File: src/rtl/mult_booth_seq_pkg.sv
// Shared definitions for the radix-4 Booth sequential multiplier.
package mult_pkg;

  localparam int WIDTH_DEFAULT = 32;
  localparam int ITERS_DEFAULT = WIDTH_DEFAULT / 2;

  typedef enum logic [1:0] {
    IDLE = 2'd0,
    RUN  = 2'd1,
    DONE = 2'd2
  } state_t;

  typedef enum logic [2:0] {
    ZERO = 3'd0,
    PM   = 3'd1,
    P2M  = 3'd2,
    NM   = 3'd3,
    N2M  = 3'd4
  } booth_sel_t;

endpackage

File: src/rtl/mult_booth_seq_booth_recode.sv
// Radix-4 Booth recoder: maps a 3-bit multiplier window onto the addend
// {0, +M, +2M, -M, -2M}, all carried at WIDTH+2 bits so nothing overflows.
module booth_recode
  import mult_pkg::*;
#(
  parameter int WIDTH = WIDTH_DEFAULT
) (
  input  logic [2:0]       window,
  input  logic [WIDTH+1:0] m,
  output logic [WIDTH+1:0] addend
);

  booth_sel_t       sel;
  logic [WIDTH+1:0] m2;

  assign m2 = {m[WIDTH:0], 1'b0};

  // Window decode to a select code
  always_comb begin
    sel = ZERO;
    case (window)
      3'b001, 3'b010: sel = PM;
      3'b011:         sel = P2M;
      3'b100:         sel = N2M;
      3'b101, 3'b110: sel = NM;
      default:        sel = ZERO;
    endcase
  end

  // Select code to two's-complement addend
  always_comb begin
    addend = '0;
    case (sel)
      PM:      addend = m;
      P2M:     addend = m2;
      NM:      addend = '0 - m;
      N2M:     addend = '0 - m2;
      default: addend = '0;
    endcase
  end

endmodule

File: src/rtl/mult_booth_seq.sv
// Iterative signed WIDTH x WIDTH multiplier, two Booth bits per cycle.
//
// state | meaning
// IDLE  | waiting for start
// RUN   | one Booth step per edge, counter 0..ITERS-1
// DONE  | result_rdy pulse; start here begins the next operation at once
module mult_booth_seq
  import mult_pkg::*;
#(
  parameter int WIDTH = WIDTH_DEFAULT,
  parameter int ITERS = WIDTH / 2
) (
  input  logic                 clk,
  input  logic                 reset_n,
  input  logic                 start,
  input  logic [WIDTH-1:0]     operand_a,
  input  logic [WIDTH-1:0]     operand_b,
  output logic [2*WIDTH-1:0]   product,
  output logic [WIDTH-1:0]     result,
  output logic                 data_exception,
  output logic                 result_rdy,
  output logic                 busy
);

  localparam int CNT_W = $clog2(ITERS);

  state_t           state, state_nxt;
  logic [CNT_W-1:0] counter;
  logic [WIDTH+1:0] m_reg;
  logic [WIDTH+1:0] acc;
  logic [WIDTH-1:0] mplr;
  logic             q_m1;

  logic [WIDTH+1:0] addend;
  logic [WIDTH+1:0] sum;
  logic [WIDTH+1:0] acc_nxt;
  logic [WIDTH-1:0] mplr_nxt;
  logic             last_step;

  booth_recode #(.WIDTH(WIDTH)) u_recode (
    .window (({mplr[1:0], q_m1})),
    .m      (m_reg),
    .addend (addend)
  );

  assign sum       = acc + addend;
  assign acc_nxt   = {{2{sum[WIDTH+1]}}, sum[WIDTH+1:2]};
  assign mplr_nxt  = {sum[1:0], mplr[WIDTH-1:2]};
  assign last_step = (counter == CNT_W'(ITERS - 1));
  assign result    = product[WIDTH-1:0];

  // State register
  always_ff @(posedge clk or negedge reset_n) begin
    if (!reset_n) state <= IDLE;
    else          state <= state_nxt;
  end

  // Next state; start restarts from any state, discarding work in flight
  always_comb begin
    state_nxt = state;
    case (state)
      IDLE:    if (start) state_nxt = RUN;
      RUN:     if (start) state_nxt = RUN;
               else if (last_step) state_nxt = DONE;
      DONE:    state_nxt = start ? RUN : IDLE;
      default: state_nxt = IDLE;
    endcase
  end

  // FSM outputs
  always_comb begin
    result_rdy = (state == DONE);
    busy       = (state == RUN);
  end

  // Datapath: operand load, Booth step with 2-bit arithmetic shift, final capture
  always_ff @(posedge clk or negedge reset_n) begin
    if (!reset_n) begin
      counter        <= '0;
      m_reg          <= '0;
      acc            <= '0;
      mplr           <= '0;
      q_m1           <= 1'b0;
      product        <= '0;
      data_exception <= 1'b0;
    end else if (start) begin
      counter <= '0;
      m_reg   <= {{2{operand_a[WIDTH-1]}}, operand_a};
      acc     <= '0;
      mplr    <= operand_b;
      q_m1    <= 1'b0;
    end else if (state == RUN) begin
      acc     <= acc_nxt;
      mplr    <= mplr_nxt;
      q_m1    <= mplr[1];
      counter <= counter + 1'b1;
      if (last_step) begin
        product        <= {acc_nxt[WIDTH-1:0], mplr_nxt};
        data_exception <= (acc_nxt[WIDTH-1:0] != {WIDTH{mplr_nxt[WIDTH-1]}});
      end
    end
  end

endmodule

File: config.mk
export PLATFORM = sky130hd
export DESIGN_NAME = mult_booth_seq
export DESIGN_NICKNAME = d
export VERILOG_FILES = /design/src/rtl/mult_booth_seq_pkg.sv /design/src/rtl/mult_booth_seq_booth_recode.sv /design/src/rtl/mult_booth_seq.sv
export SDC_FILE = /design/constraint.sdc
export NUM_CORES = 1
export LEC_CHECK = 0
export CAP_MARGIN = 5
export CELL_PAD_IN_SITES_DETAIL_PLACEMENT = 1
export CELL_PAD_IN_SITES_GLOBAL_PLACEMENT = 1
export CORE_MARGIN = 2
export CORE_UTILIZATION = 41
export CTS_CLUSTER_SIZE = 10
export DETAILED_ROUTE_END_ITERATION = 16
export PLACE_DENSITY_LB_ADDON = 0.15
export SYNTH_ARGS = -nofsm -noshare
export SYNTH_HDL_FRONTEND = slang
export SYNTH_SLANG_ARGS = --single-unit
File: constraint.sdc
create_clock -name clk -period 7.7 [get_ports clk]
set_input_delay 2.31 -clock clk [delete_from_list [all_inputs] [get_ports clk]]
set_output_delay 2.31 -clock clk [all_outputs]
set_load 0.01 [all_outputs]
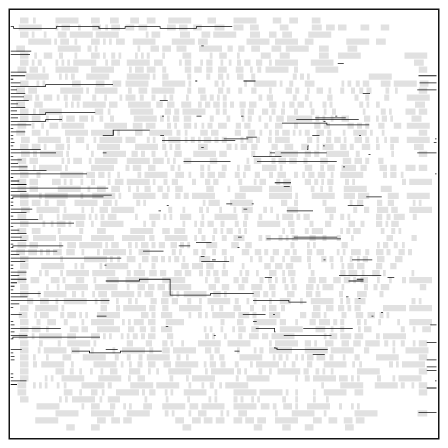
*Signal wires on met3, run 1*
The wires run mostly horizontal. The longest straight run is 42.5 um. 145 nets have wire on it. The layer holds 4.2% of the routed length.
via count: 9822
Total Wirelength: 34100 um
met3 routing resource usage after global routing: 5.03%

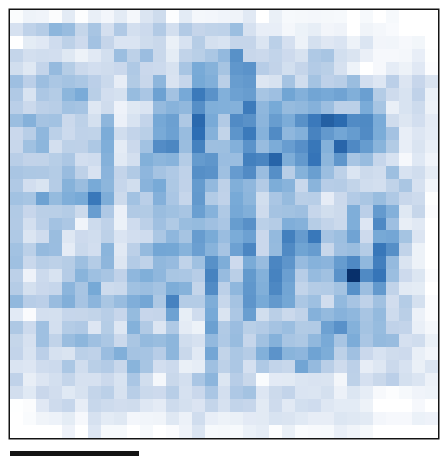
*Signal metal coverage by tile, run 1*
The bar under the picture is 50 um long. The die is cut into 33 by 33 equal tiles; white is low, dark blue is high, scaled to the fullest tile. Values are wire area over tile area, all layers added.
The densest ninth of the die: middle. 4.1% of the tiles are nearly empty. The fullest tile reaches 0.66. The mean over all tiles is 0.20.
WL per Instance: 19.8 um
overall global routing resource usage: 24.9%

==> flow_summary.yaml, run 1 <==
# implementation run metrics
outcome:
  status: "completed"
hold_path:
  worst_min_path_start: "state[1]$_DFFE_PN0P_"
  hold-path-endpoint: "state[0]$_DFFE_PN0P_"
power:
  pwr.group.clock_mw: 0.880
  maxPowerGroup: "combinational cells"
  combinationalPowerShare_pct: 42.7
  comb_cell_power_mw: 1.48
  power_sequential_mw: 1.11
  power.total_mw: 3.47
route:
  drtIter0Drc: 557
  met2RoutedLength_um: 16700
  detail_route.drc_violations: 0
  dr.max_layer_used: "met4"
  ant_nets: 0
final_timing:
  rsz0062_at_grt: "no"
  period_utilization_pct: 78.8
  clock_skew_ps: 14.5
  drv_slew: 0
grt:
  initial_antenna_violation_count: 0
  grt.busiest_layer: "met2"
  groute.layer.met1.usage_pct: 31.1
setup_path:
  critical_path_depth: 19
  path_buffers: 1
  worst-endpoint-arrival_ps: 6380
  critPathLaunchType: "flop"
  reg2reg_from: "m_reg[0]$_DFFE_PN0P_"
  reg2reg_to: "data_exception$_DFFE_PN0P_"
  crit_slowest_cell: "sky130_fd_sc_hd__or4_1"
  cp-endpoint: "data_exception$_DFFE_PN0P_"
  crit_path_max_fanout: 12
  critical-path-max-stage-delay_ps: 550
  critPathLaunch: "m_reg[0]$_DFFE_PN0P_"
die:
  dieHeight_um: 166
  floorplan.core_area_um2: 25900
  floorplan.tapcells: 335
layout:
  nonClockBufferCount: 177
  mi_logic_area_um2: 5960
  finalCoreUtilization_pct: 50.0
  combAreaFraction_pct: 46.0
  final_layout_size_suffix_gt1_share_pct: 6.56
yosys:
  chip_area_estimate_from_yosys_synthesis_um2: 10700
  post_synth_main_area_contributors: "sky130_fd_sc_hd__dfrtp_1 39%, sky130_fd_sc_hd__nand2_1 10%, sky130_fd_sc_hd__o21ai_0 5.6%"
  ys.warnings.count: 0
  synth-xor-area-share_pct: 5.30
  post_synth_most_frequent_cells: "296 x sky130_fd_sc_hd__nand2_1, 168 x sky130_fd_sc_hd__dfrtp_1, 121 x sky130_fd_sc_hd__o21ai_0, 89 x sky130_fd_sc_hd__nor2_1, 84 x sky130_fd_sc_hd__a21oi_1"
  synthFlopType: "sky130_fd_sc_hd__dfrtp_1"
  adder_share_pct: 4.26
  synth_stat.cells: 1291
  syn-instance-count: 1291
  post_synthesis_instance_area_um2: 10700
place:
  place_area_um2: 12400
  port-buffer-count: 165
clocking:
  clock_root_buffer: "sky130_fd_sc_hd__clkbuf_16"
  tritoncts.num_buffers: 17
  ctsResizeCount: 0
  clkSlewWorstSetupHoldPaths_ps: 80
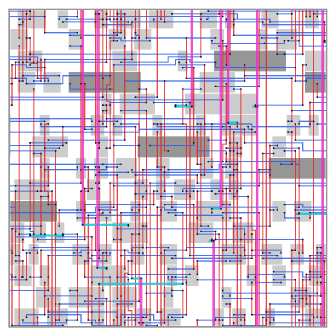
*A small window of the routed layout, run 1*
Region (63, 63) to (103, 103) um. Cells in gray, sequential cells in the stronger gray; small squares are vias.
Red stands for M2. Blue stands for M1. Cyan stands for M3. Magenta stands for M4.
Netlist names of flops here include `acc` (4), `m_reg` (1). 102 logic cells have their middle in the window. Most frequent: a21oi_1 (16), nand2_1 (14), nor2_1 (12). Sequential cells in the window: 5.

==> inputs of run 2 (changes only) <==
--- a/config.mk
+++ b/config.mk
@@ -9,7 +9,7 @@
 export CELL_PAD_IN_SITES_DETAIL_PLACEMENT = 1
 export CELL_PAD_IN_SITES_GLOBAL_PLACEMENT = 1
 export CORE_MARGIN = 2
-export CORE_UTILIZATION = 41
+export CORE_UTILIZATION = 37
 export CTS_CLUSTER_SIZE = 10
 export DETAILED_ROUTE_END_ITERATION = 16
 export PLACE_DENSITY_LB_ADDON = 0.15
==> constraint.sdc (replaced) <==
create_clock -name clk -period 5.05 [get_ports clk]
set_input_delay 1.515 -clock clk [delete_from_list [all_inputs] [get_ports clk]]
set_output_delay 1.515 -clock clk [all_outputs]
set_load 0.01 [all_outputs]
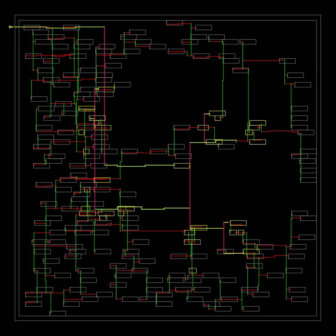
*The clock network, run 2*
number of sinks handled by clock tree synthesis: 168
Clock group: 1.36 mW
clock latency at the later pin of the worst-skew pair: 440 ps

==> run 2 against run 1 <==
The run now ends with negative setup slack left. Final cell count increased by 14%. Non-clock buffer count increased by 190. Power increased by 85%. Routed wire length increased by 9.7%. Sequential power increased by 51%. Synthesized cell count unchanged. Synthesized area unchanged. Largest power group unchanged.
==> flow_summary.yaml, run 2 <==
# implementation run metrics
final_timing:
  rsz0062_at_grt: "yes"
  clock_skew_ps: 16.8
  final_critical_path_setup_slack_ps: -284
  period_utilization_pct: 106
  setup_violations: 2
power:
  comb_cell_power_mw: 3.38
  power.total_mw: 6.42
  irDropWorstVdd_v: 0.000275
  maxPowerGroup: "combinational cells"
  combinationalPowerShare_pct: 52.6
  power_sequential_mw: 1.68
yosys:
  synth-xor-area-share_pct: 5.30
  yosys.stat.seqShare_pct: 39.1
  post_synthesis_instance_area_um2: 10700
  post_synth_main_area_contributors: "sky130_fd_sc_hd__dfrtp_1 39%, sky130_fd_sc_hd__nand2_1 10%, sky130_fd_sc_hd__o21ai_0 5.6%"
  synth_stat.cells: 1291
  synthFlopType: "sky130_fd_sc_hd__dfrtp_1"
  chip_area_estimate_from_yosys_synthesis_um2: 10700
  adder_share_pct: 4.26
  ys.warnings.count: 0
  syn-instance-count: 1291
  post_synth_most_frequent_cells: "296 x sky130_fd_sc_hd__nand2_1, 168 x sky130_fd_sc_hd__dfrtp_1, 121 x sky130_fd_sc_hd__o21ai_0, 89 x sky130_fd_sc_hd__nor2_1, 84 x sky130_fd_sc_hd__a21oi_1"
outcome:
  status: "finished with violations"
  violated_checks: "negative setup slack"
setup_path:
  reg2reg_to: "data_exception$_DFFE_PN0P_"
  crit_path_max_fanout: 6
  critical_path_depth: 22
  crit_slowest_cell: "sky130_fd_sc_hd__or4b_4"
  critical-path-max-stage-delay_ps: 500
  critPathTopFamily: "simple AND/OR/NAND/NOR gates"
  critPathLaunch: "m_reg[1]$_DFFE_PN0P_"
  worst-endpoint-arrival_ps: 5650
  critPathLaunchType: "flop"
  path_buffers: 2
  reg2reg_from: "m_reg[1]$_DFFE_PN0P_"
grt:
  initial_antenna_violation_count: 0
  grt.busiest_layer: "met2"
  met3_usage_pct: 3.87
  groute.layer.met1.usage_pct: 30.4
route:
  detail_route.drc_violations: 0
  route.met3.wl_um: 1520
  dr.max_layer_used: "met4"
  met2RoutedLength_um: 18900
  viasPerCell: 5.39
  ant_nets: 0
  drtIter0Drc: 500
layout:
  final_layout_size_suffix_gt1_share_pct: 23.7
  mi_logic_area_um2: 6490
  combAreaFraction_pct: 43.2
  finalCoreUtilization_pct: 52.5
  nonClockBufferCount: 367
  layout.nonclk_buf_share_pct: 21.5
  inverters_excl_clock: 10
hold_path:
  hold-path-endpoint: "product[42]$_DFFE_PN0P_"
  worst_min_path_start: "product[42]$_DFFE_PN0P_"
clocking:
  cts_tree: "yes"
  clkSlewWorstSetupHoldPaths_ps: 80
  ctsResizeCount: 16
  clock_root_buffer: "sky130_fd_sc_hd__clkbuf_16"
  tritoncts.num_buffers: 17
die:
  floorplan.core_area_um2: 28600
  dieHeight_um: 174
  floorplan.tapcells: 384
place:
  place_area_um2: 13800
  port-buffer-count: 165
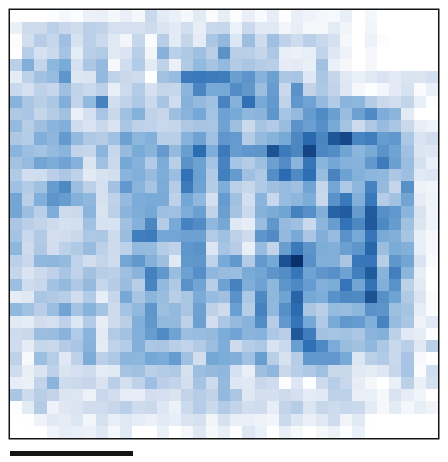
*Signal metal coverage by tile, run 2*
The bar under the picture is 50 um long. The die is cut into 35 by 35 equal tiles; white is low, dark blue is high, scaled to the fullest tile. Values are wire area over tile area, all layers added.
The mean over all tiles is 0.19. 6.3% of the tiles are nearly empty. 20% of the tiles are over half the peak. The fullest tile reaches 0.59.
via count: 10600
Total Wirelength: 37400 um
WL per Instance: 19.1 um
overall global routing resource usage: 24.1%

==> inputs of run 3 (changes only) <==
--- a/config.mk
+++ b/config.mk
@@ -10,6 +10,7 @@
 export CELL_PAD_IN_SITES_GLOBAL_PLACEMENT = 1
 export CORE_MARGIN = 2
 export CORE_UTILIZATION = 37
+export CTS_CLUSTER_DIAMETER = 100
 export CTS_CLUSTER_SIZE = 10
 export DETAILED_ROUTE_END_ITERATION = 16
 export PLACE_DENSITY_LB_ADDON = 0.15
==> run 3 against run 2 <==
The flow still finishes with violations (negative setup slack). Maximum frequency unchanged. Flip-flop count unchanged. Critical endpoint unchanged. Highest routed layer unchanged. Sequential power about the same. Largest cell class unchanged. Die area stayed put. Setup slack did not move. Combinational power about the same. Synthesized area unchanged.
==> flow_summary.yaml, run 3 <==
# implementation run metrics
outcome:
  status: "finished with violations"
  violated_checks: "negative setup slack"
layout:
  mi_logic_area_um2: 6490
  layout.nonclk_buf_share_pct: 21.5
  inverters_excl_clock: 10
  finalCoreUtilization_pct: 52.5
  nonClockBufferCount: 367
  final_layout_size_suffix_gt1_share_pct: 23.7
setup_path:
  reg2reg_from: "m_reg[1]$_DFFE_PN0P_"
  reg2reg_to: "data_exception$_DFFE_PN0P_"
  critical_path_depth: 22
  critPathLaunch: "m_reg[1]$_DFFE_PN0P_"
  crit_slowest_cell: "sky130_fd_sc_hd__or4b_4"
  crit_path_max_fanout: 6
  critPathTopFamily: "simple AND/OR/NAND/NOR gates"
yosys:
  synthFlopType: "sky130_fd_sc_hd__dfrtp_1"
  chip_area_estimate_from_yosys_synthesis_um2: 10700
  synth-xor-area-share_pct: 5.30
  synth_stat.cells: 1291
  post_synthesis_instance_area_um2: 10700
  yosys.stat.seqShare_pct: 39.1
final_timing:
  setup_violations: 2
  rsz0062_at_grt: "yes"
  final_critical_path_setup_slack_ps: -284
die:
  floorplan.tapcells: 384
  floorplan.core_area_um2: 28600
route:
  drtIter0Drc: 500
  route.final.wire_length_um: 37400
  dr.max_layer_used: "met4"
  ant_nets: 0
  route.met3.wl_um: 1520
clocking:
  clock.latency.late_pin_ps: 440
  clock_root_buffer: "sky130_fd_sc_hd__clkbuf_16"
grt:
  groute.layer.met1.usage_pct: 30.4
  grt.busiest_layer: "met2"
power:
  power_sequential_mw: 1.68
  irDropWorstVdd_v: 0.000275
  pwr.group.clock_mw: 1.36
place:
  place_area_um2: 13800
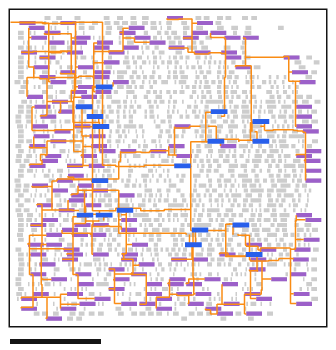
*Clock distribution, run 3*
The bar under the picture is 50 um long.
Blue stands for clock-net drivers, count 17. Orange stands for clock wires, length 2810 um. Purple stands for flip-flops, count 168.
Position of the flops: all over the die.
Final Skew: 16.8 ps
Clk pwr share: 21.2%

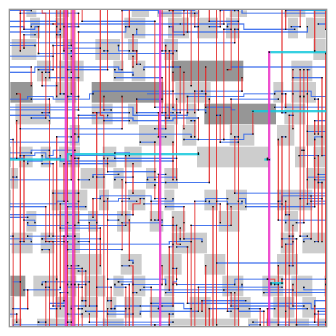
*A small window of the routed layout, run 3*
Region (67, 67) to (107, 107) um. Cells in gray, sequential cells in the stronger gray; small squares are vias.
Red stands for M2. Blue stands for M1. Magenta stands for M4. Cyan stands for M3.
Most frequent: buf_4 (16), nor2_1 (10), nand2_1 (10). Sequential cells in the window: 3. Netlist names of flops here include `acc` (3). 95 logic cells have their middle in the window.

Power is estimated from default activity; no workload was simulated.
